### config.mk
export PLATFORM = sky130hd
export DESIGN_NAME = apple2_io_controller
export DESIGN_NICKNAME = d
export VERILOG_FILES = /design/src/rtl/apple2_io_controller_pkg.sv /design/src/rtl/apple2_kbd_latch.sv /design/src/rtl/apple2_io_controller.sv
export SDC_FILE = /design/constraint.sdc
export NUM_CORES = 1
export LEC_CHECK = 0
export CAP_MARGIN = 20
export CELL_PAD_IN_SITES_DETAIL_PLACEMENT = 1
export CELL_PAD_IN_SITES_GLOBAL_PLACEMENT = 1
export CORE_MARGIN = 8
export CORE_UTILIZATION = 31
export DETAILED_ROUTE_END_ITERATION = 8
export PLACE_DENSITY_LB_ADDON = 0.1
export SLEW_MARGIN = 20
export SYNTH_ARGS = -nofsm -noshare
export SYNTH_HDL_FRONTEND = slang
export SYNTH_SLANG_ARGS = --single-unit
### constraint.sdc
create_clock -name Clock_14Mhz -period 1.75 [get_ports Clock_14Mhz]
set_clock_uncertainty 0.15 [all_clocks]
set_input_delay 0.35 -clock Clock_14Mhz [delete_from_list [all_inputs] [get_ports Clock_14Mhz]]
set_output_delay 0.35 -clock Clock_14Mhz [all_outputs]
set_load 0.02 [all_outputs]
### src/rtl/apple2_io_controller_pkg.sv
// Shared constants and types for the Apple II I/O page controller.
// Optional feature macro: APPLE2_EXPANSION_ROM_EN (see apple2_io_controller).
package apple2_io_pkg;

  // Base addresses of the decoded I/O windows
  localparam logic [15:0] KBD_BASE     = 16'hC000;
  localparam logic [15:0] KBDSTRB_BASE = 16'hC010;
  localparam logic [15:0] SPKR_BASE    = 16'hC030;
  localparam logic [15:0] SWITCH_BASE  = 16'hC050;
  localparam logic [15:0] DEVSEL_BASE  = 16'hC080;
  localparam logic [15:0] IOSEL_BASE   = 16'hC100;
  localparam logic [15:0] EXPROM_BASE  = 16'hC800;
  localparam logic [15:0] EXPROM_OFF   = 16'hCFFF;

  // Soft-switch bit positions
  localparam int SW_TEXT  = 0;
  localparam int SW_MIX   = 1;
  localparam int SW_PAGE2 = 2;
  localparam int SW_HIRES = 3;

  typedef logic [2:0] slot_idx_t;

endpackage

### src/rtl/apple2_kbd_latch.sv
// Keyboard code latch with strobe; a new key always beats a strobe clear.
module apple2_kbd_latch
  import apple2_io_pkg::*;
#(
  parameter int KBD_WIDTH = 7
) (
  input  logic                 clk,
  input  logic                 rst_n,
  input  logic                 key_valid,
  input  logic [KBD_WIDTH-1:0] key_code,
  input  logic                 strobe_clr,
  output logic [KBD_WIDTH-1:0] key_latch,
  output logic                 kbd_strobe
);

  logic [KBD_WIDTH-1:0] key_d, key_q;
  logic                 strobe_d, strobe_q;

  // Next-state: key arrival sets strobe and overrides a same-clock clear
  always_comb begin
    key_d    = key_q;
    strobe_d = strobe_q;
    if (strobe_clr) strobe_d = 1'b0;
    if (key_valid) begin
      key_d    = key_code;
      strobe_d = 1'b1;
    end
  end

  // Latch registers
  always_ff @(posedge clk or negedge rst_n) begin
    if (!rst_n) begin
      key_q    <= '0;
      strobe_q <= 1'b0;
    end else begin
      key_q    <= key_d;
      strobe_q <= strobe_d;
    end
  end

  assign key_latch  = key_q;
  assign kbd_strobe = strobe_q;

endmodule

### src/rtl/apple2_io_controller.sv
// Apple II $C000-$CFFF I/O page controller: keyboard, speaker, soft switches,
// slot device/io select pulses. Commits happen on Clock_14Mhz edges with cycle_en.
// Optional feature macro: APPLE2_EXPANSION_ROM_EN adds expansion-ROM tracking
// (exp_rom_slot, exp_rom_active, io_strobe); without it $C800-$CFFF is unmapped.
module apple2_io_controller
  import apple2_io_pkg::*;
#(
  parameter int          NUM_SLOTS    = 8,
  parameter int          NUM_SWITCHES = 8,
  parameter int          KBD_WIDTH    = 7,
  parameter logic [7:0]  SWITCH_RESET = 8'h00
) (
  input  logic                    Clock_14Mhz,
  input  logic                    RESET_N,
  input  logic                    cycle_en,
  input  logic [15:0]             cpu_addr,
  input  logic                    cpu_we,
  input  logic [KBD_WIDTH-1:0]    key_code,
  input  logic                    key_valid,
  output logic [7:0]              io_rd_data,
  output logic                    io_rd_valid,
  output logic [NUM_SWITCHES-1:0] soft_switches,
  output logic                    speaker,
  output logic [NUM_SLOTS-1:0]    device_select,
  output logic [NUM_SLOTS-1:0]    io_select
`ifdef APPLE2_EXPANSION_ROM_EN
  ,
  output logic [2:0]              exp_rom_slot,
  output logic                    exp_rom_active,
  output logic                    io_strobe
`endif
);

  // Reads and writes decode identically
  logic unused_we;
  assign unused_we = cpu_we;

  logic                    hit_kbd, hit_strb, hit_spkr, hit_sw, hit_dev, hit_io;
  slot_idx_t               dev_slot, io_slot;
  logic [2:0]              sw_idx;
  logic [KBD_WIDTH-1:0]    key_latch;
  logic                    kbd_strobe;
  logic [6:0]              key7;

  logic [NUM_SWITCHES-1:0] sw_d, sw_q;
  logic                    spk_d, spk_q;
  logic [NUM_SLOTS-1:0]    dev_d, dev_q;
  logic [NUM_SLOTS-1:0]    ios_d, ios_q;

  // Address window decode, purely combinational on cpu_addr
  always_comb begin
    hit_kbd  = (cpu_addr[15:4]  == KBD_BASE[15:4]);
    hit_strb = (cpu_addr[15:4]  == KBDSTRB_BASE[15:4]);
    hit_spkr = (cpu_addr[15:4]  == SPKR_BASE[15:4]);
    hit_sw   = (cpu_addr[15:4]  == SWITCH_BASE[15:4]);
    hit_dev  = (cpu_addr[15:7]  == DEVSEL_BASE[15:7]);
    // $C000-$C7FF with a nonzero slot nibble; slot 0 has no io_select window
    hit_io   = (cpu_addr[15:11] == IOSEL_BASE[15:11]) && (cpu_addr[10:8] != 3'd0);
    dev_slot = cpu_addr[6:4];
    io_slot  = cpu_addr[10:8];
    sw_idx   = cpu_addr[3:1];
  end

  apple2_kbd_latch #(.KBD_WIDTH(KBD_WIDTH)) u_kbd (
    .clk        (Clock_14Mhz),
    .rst_n      (RESET_N),
    .key_valid  (key_valid),
    .key_code   (key_code),
    .strobe_clr (cycle_en && hit_strb),
    .key_latch  (key_latch),
    .kbd_strobe (kbd_strobe)
  );

  assign key7 = 7'(key_latch);

  // Internal read mux: only the keyboard windows return data
  always_comb begin
    io_rd_data  = 8'h00;
    io_rd_valid = 1'b0;
    if (hit_kbd) begin
      io_rd_data  = {kbd_strobe, key7};
      io_rd_valid = 1'b1;
    end else if (hit_strb) begin
      io_rd_data  = {1'b0, key7};
      io_rd_valid = 1'b1;
    end
  end

  // Next-state for switches/speaker and one-hot select pulses; loops bound the
  // slot/switch index so out-of-range indices simply match nothing
  always_comb begin
    sw_d  = sw_q;
    spk_d = spk_q;
    dev_d = '0;
    ios_d = '0;
    if (cycle_en) begin
      if (hit_spkr) spk_d = ~spk_q;
      for (int i = 0; i < NUM_SWITCHES; i++)
        if (hit_sw && sw_idx == 3'(i)) sw_d[i] = cpu_addr[0];
      for (int i = 0; i < NUM_SLOTS; i++) begin
        if (hit_dev && dev_slot == 3'(i)) dev_d[i] = 1'b1;
        if (hit_io  && io_slot  == 3'(i)) ios_d[i] = 1'b1;
      end
    end
  end

  // Committed state and registered select pulses
  always_ff @(posedge Clock_14Mhz or negedge RESET_N) begin
    if (!RESET_N) begin
      sw_q  <= SWITCH_RESET[NUM_SWITCHES-1:0];
      spk_q <= 1'b0;
      dev_q <= '0;
      ios_q <= '0;
    end else begin
      sw_q  <= sw_d;
      spk_q <= spk_d;
      dev_q <= dev_d;
      ios_q <= ios_d;
    end
  end

  assign soft_switches = sw_q;
  assign speaker       = spk_q;
  assign device_select = dev_q;
  assign io_select     = ios_q;

`ifdef APPLE2_EXPANSION_ROM_EN
  logic       hit_exp;
  logic       exp_act_d, exp_act_q;
  logic [2:0] exp_slot_d, exp_slot_q;
  logic       iostb_d, iostb_q;

  assign hit_exp = (cpu_addr[15:11] == EXPROM_BASE[15:11]);

  // Expansion ROM ownership: io_select commit claims it, $CFFF releases (wins)
  always_comb begin
    exp_act_d  = exp_act_q;
    exp_slot_d = exp_slot_q;
    iostb_d    = 1'b0;
    if (cycle_en) begin
      if (|ios_d) begin
        exp_act_d  = 1'b1;
        exp_slot_d = io_slot;
      end
      if (cpu_addr == EXPROM_OFF) exp_act_d = 1'b0;
      iostb_d = hit_exp;
    end
  end

  // Expansion ROM registers
  always_ff @(posedge Clock_14Mhz or negedge RESET_N) begin
    if (!RESET_N) begin
      exp_act_q  <= 1'b0;
      exp_slot_q <= 3'd0;
      iostb_q    <= 1'b0;
    end else begin
      exp_act_q  <= exp_act_d;
      exp_slot_q <= exp_slot_d;
      iostb_q    <= iostb_d;
    end
  end

  assign exp_rom_active = exp_act_q;
  assign exp_rom_slot   = exp_slot_q;
  assign io_strobe      = iostb_q;
`endif

endmodule
==> images/congestion.png <==
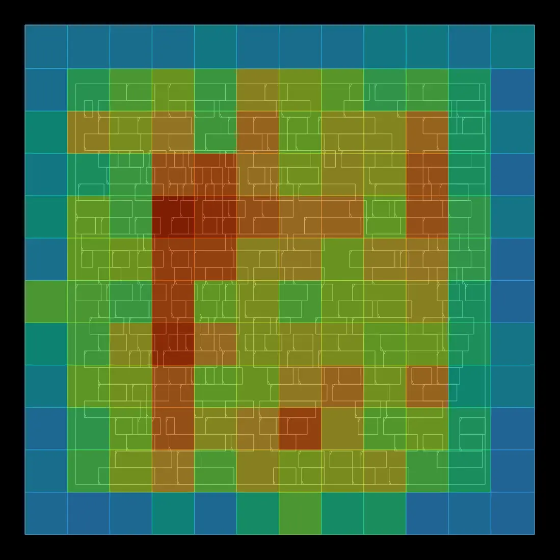
busiest grt layer: met2
Final Util: 0.629
met2 usage: 0.257
met3 GRT Util: 0.0605

==> images/layer_met2.png <==
The bar under the picture is 20 µm long.
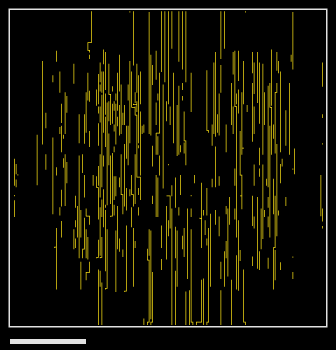
The layer holds 54% of the routed length. 232 nets have wire on it. The wires run mostly vertical.

==> images/logic_types.png <==
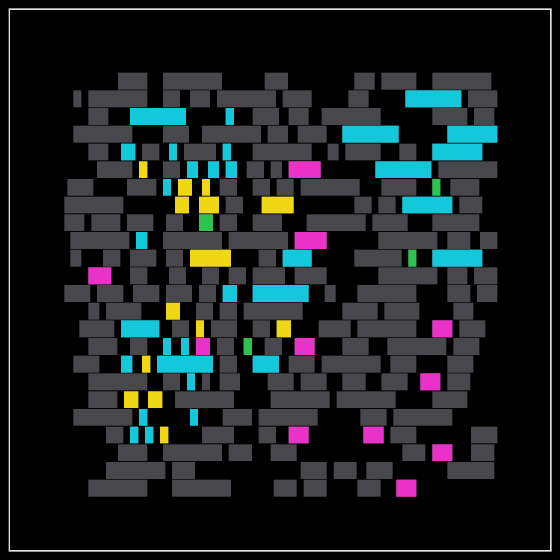
NOR gates: shown in cyan, cells 31, most used nor2_1. inverters: shown in green, cells 4, most used inv_1. NAND gates: shown in yellow, cells 14, most used nand2_1. AND and OR gates: shown in magenta, cells 11, most used and2_4.
Comb/total area: 0.280
non-filler instance count after layout: 270

==> impl_metrics.env <==
# source this file to load flow results
export IMPL_p_leak_nw=1.49
export IMPL_setup_viol=13
export IMPL_finalSetupTns_ns=-1.25
export IMPL_cp_slowest_cell="and2_4"
export IMPL_post_place_ws_ns=-1.06
export IMPL_cts_sinks=33
export IMPL_die_h_um=83.0
export IMPL_antenna_found_initial=0
export IMPL_crit_top_cell="buf_6"
export IMPL_syn_inst=112
export IMPL_fp_util=0.320
export IMPL_rows=24
export IMPL_vias_per_cell=4.79
export IMPL_io_buffers=60
export IMPL_post_drt_wl_per_cell_um=18.2
export IMPL_layout_nets=245
export IMPL_violations="negative setup slack"
export IMPL_gp_routability_congestion=0.814
export IMPL_final_cell_area_um2=2740
export IMPL_remaining_drc_errors=0
export IMPL_path_max_fanout=8
export IMPL_dp_hpwl_mm=3.39
export IMPL_yosysUniqueCellTypes=25
export IMPL_core_area_um2=4350
export IMPL_worstPathCellList="buf_6 -> nor3_4 -> nand4_1 -> buf_6 -> nor2_4 -> and2_4 -> buf_6"
export IMPL_wl_mm=4.91
export IMPL_top_cells_by_area="dfrtp_1 59%, mux2_2 11%, nor2_1 3.8%, and2_1 3.1%, nor4b_1 3.1%"
export IMPL_dp_cells=247
export IMPL_r2r_start="soft_switches[7]"
export IMPL_numSynthFlops=33
export IMPL_crit_required_ns=1.25
export IMPL_ys_warn_count=0
export IMPL_critPathMaxStageDelay_ns=0.19
export IMPL_netlist_area_um2=1390
export IMPL_clk_latency_ns=0.28
export IMPL_place_area_um2=2290
export IMPL_edf_count=0
export IMPL_fin_ws_ns=-0.143
export IMPL_grt_max_degree=34
export IMPL_die_w_um=83.0
export IMPL_insertedDiodeCount=0
export IMPL_fin_crit_ns=1.89
export IMPL_yosysSeqAreaShare=0.593
export IMPL_mostFrequentLayoutCells="33 x dfrtp_1, 32 x buf_4, 19 x buf_6"
export IMPL_floorplan_nets=140
export IMPL_status="finished, violations left"
export IMPL_first_pass_iters=2
export IMPL_synth_stat_cells=112
export IMPL_layout_top_cell="dfrtp_1"
export IMPL_synth_avg_cell_area_um2=12.4
export IMPL_arrival_ns=1.39
export IMPL_synth_area_leader_cell="dfrtp_1"
export IMPL_clk_pin_slew_worst_paths_ns=0.07
export IMPL_cts_buffer_depth=2
export IMPL_nFillCells=433
export IMPL_regArea_um2=826
export IMPL_cts_tree="yes"
export IMPL_rsz0062_at_grt="true"
export IMPL_setup_worst_path_start_class="input port"
export IMPL_grt_overflow=0
export IMPL_critPathKind="input port to primary output"
export IMPL_critPathCaptureType="primary output"
export IMPL_yosysTopAreaCellShare=0.593
export IMPL_htree_levels=2
export IMPL_warnings=30
export IMPL_dieArea_um2=6890
export IMPL_r2r_cells=1
export IMPL_ff_type="dfrtp_1"
export IMPL_drv_cap=0
export IMPL_vias=1293
export IMPL_hold_end="device_select[0]"
export IMPL_hold_depth=3
export IMPL_drt_initial_drc_count=25
export IMPL_grt_usage=0.147
export IMPL_vdd_drop_max_mv=0.314
export IMPL_cts_root_buf="clkbuf_8"
export IMPL_endpoint="io_rd_data[1]"
export IMPL_worstHoldStart="cpu_addr[5]"
export IMPL_synth_chip_area_um2=1390
export IMPL_r2r_slack_ns=0.82
export IMPL_finalPower_mw=1.58
export IMPL_grt_pass1_vias=1595
export IMPL_drive_above_1_share=0.509
export IMPL_io_pins=62
==> synth_stat cells (3+ instances only) <==
master and instances:
nor3_1 6, mux2_2 14, nor4b_1 5, inv_1 4
nand4_1 3, nor2_1 14, nand2_1 5, dfrtp_1 33
nand2b_1 3, and2_1 7, nor4_1 4
==> report_power, final <==
part | leakage [nW] | switching, mW | internal, mW
Clock | 0.0450 | 0.276 | 0.275
Combinational | 1.01 | 0.105 | 0.136
Sequential | 0.438 | 0.00920 | 0.781
Total | 1.49 | 0.391 | 1.19
==> cell type report <==
type | instances | share of cell area
Clock inverter | 2 | 0.00366
Inverter | 4 | 0.00640
Timing Repair Buffer | 99 | 0.358
Clock buffer | 6 | 0.0265
Tap cell | 52 | 0.0238
Multi-Input combinational cell | 74 | 0.280
Sequential cell | 33 | 0.302
==> routing by layer <==
| metal | GRT usage | part of all wire | vias up |
|---|---|---|---|
| li1 | - | - | 601 |
| met1 | 0.156 | 0.39 | 649 |
| met2 | 0.257 | 0.54 | 36 |
| met3 | 0.0605 | 0.061 | 7 |
| met4 | 0.0447 | 0.012 | 0 |
| met5 | 0 | 0 | - |
==> kinds of logic after synthesis <==
logic type | share of synthesized area
AND/OR/NAND/NOR | 0.258
flip-flops | 0.593
multiplexers | 0.121
buffers and inverters | 0.0135
AND-OR/OR-AND | 0.00539
XOR/XNOR | 0.00629
other | 0.00269
==> critical path: cells and delay by family <==
kind          cells  cell delay, ns
simple gates      4            0.68
buf+inv           3            0.36
==> sequential cells by signal, summed over array words and instances (netlist names) <==
register,cells
speaker,1
u_kbd.kbd_strobe,1
soft_switches,8
io_select,8
device_select,8
u_kbd.key_latch,7
==> timing repair <==
action / in CTS / in global routing
pin swaps: 20 / 8
setup buffers: 15 / 4
hold buffers: 0 / 0
gates resized: 158 / 23
setup endpoints to repair: 26 / 36
No activity file was given, so power comes from the tool's default toggle rates.
